Design divisor_punto_fijo, sky130hd; sources not shown.
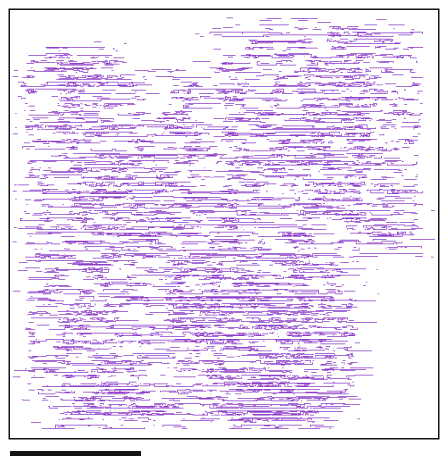
layer_met1.png
The bar under the picture is 50 microns long.
The longest straight run is 51.5 microns. The layer holds 47% of the routed length. 1796 nets have wire on it. The layer carries 15300 microns of wire. The wires run mostly horizontal.
WL final: 32.4 mm
via count: 11.6k

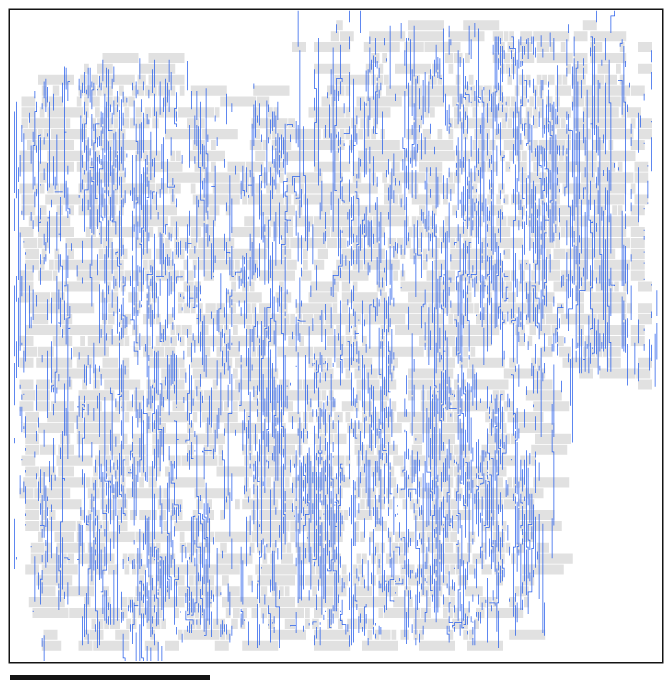
layer_met2.png
The bar under the picture is 50 microns long. Cells faint in the background.
The layer carries 15100 microns of wire. The wires run mostly vertical. The longest straight run is 55.8 microns.
GR Util met2: 39.4%

==> impl_metrics.json <==
{
  "fp_util_pct": 50.6,
  "rows": 58,
  "ff2ff_setup_slack_ns": -0.005,
  "relSlewSlack_pct": 68.0,
  "nClkBuffers": 32,
  "largestClassByArea": "multi-input combinational cells",
  "coreArea_sq_um": 25000,
  "finalWorstSetupSlack_ns": -0.00482,
  "crit_fanout": 10,
  "swShare_pct": 43.8,
  "grt.met3_usage_pct": 2.80,
  "lay_top_count": "nand2_1",
  "powerComb_mw": 10.2,
  "overflow": 0,
  "synthTopCellsByCount": "nand2_1, inv_1, dfrtp_1",
  "ys_chip_area_sq_um": 12600,
  "power.share.clock_pct": 18.9,
  "tapCellCount": 330,
  "violations": "negative setup slack",
  "io_buffer_count": 81,
  "grt_usage_pct": 24.1,
  "drcViolationCount": 0,
  "critical_path_depth": 12,
  "hp-class": "in2async",
  "setup_violations": 1,
  "rsz0062_at_grt": "yes",
  "status": "complete, but fails checks",
  "place_area_sq_um": 14200,
  "ys_sh_simple_pct": 28.6,
  "peakVddDrop_mv": 0.930,
  "synth_nets": 1800,
  "sequentialPower_mw": 5.44
}
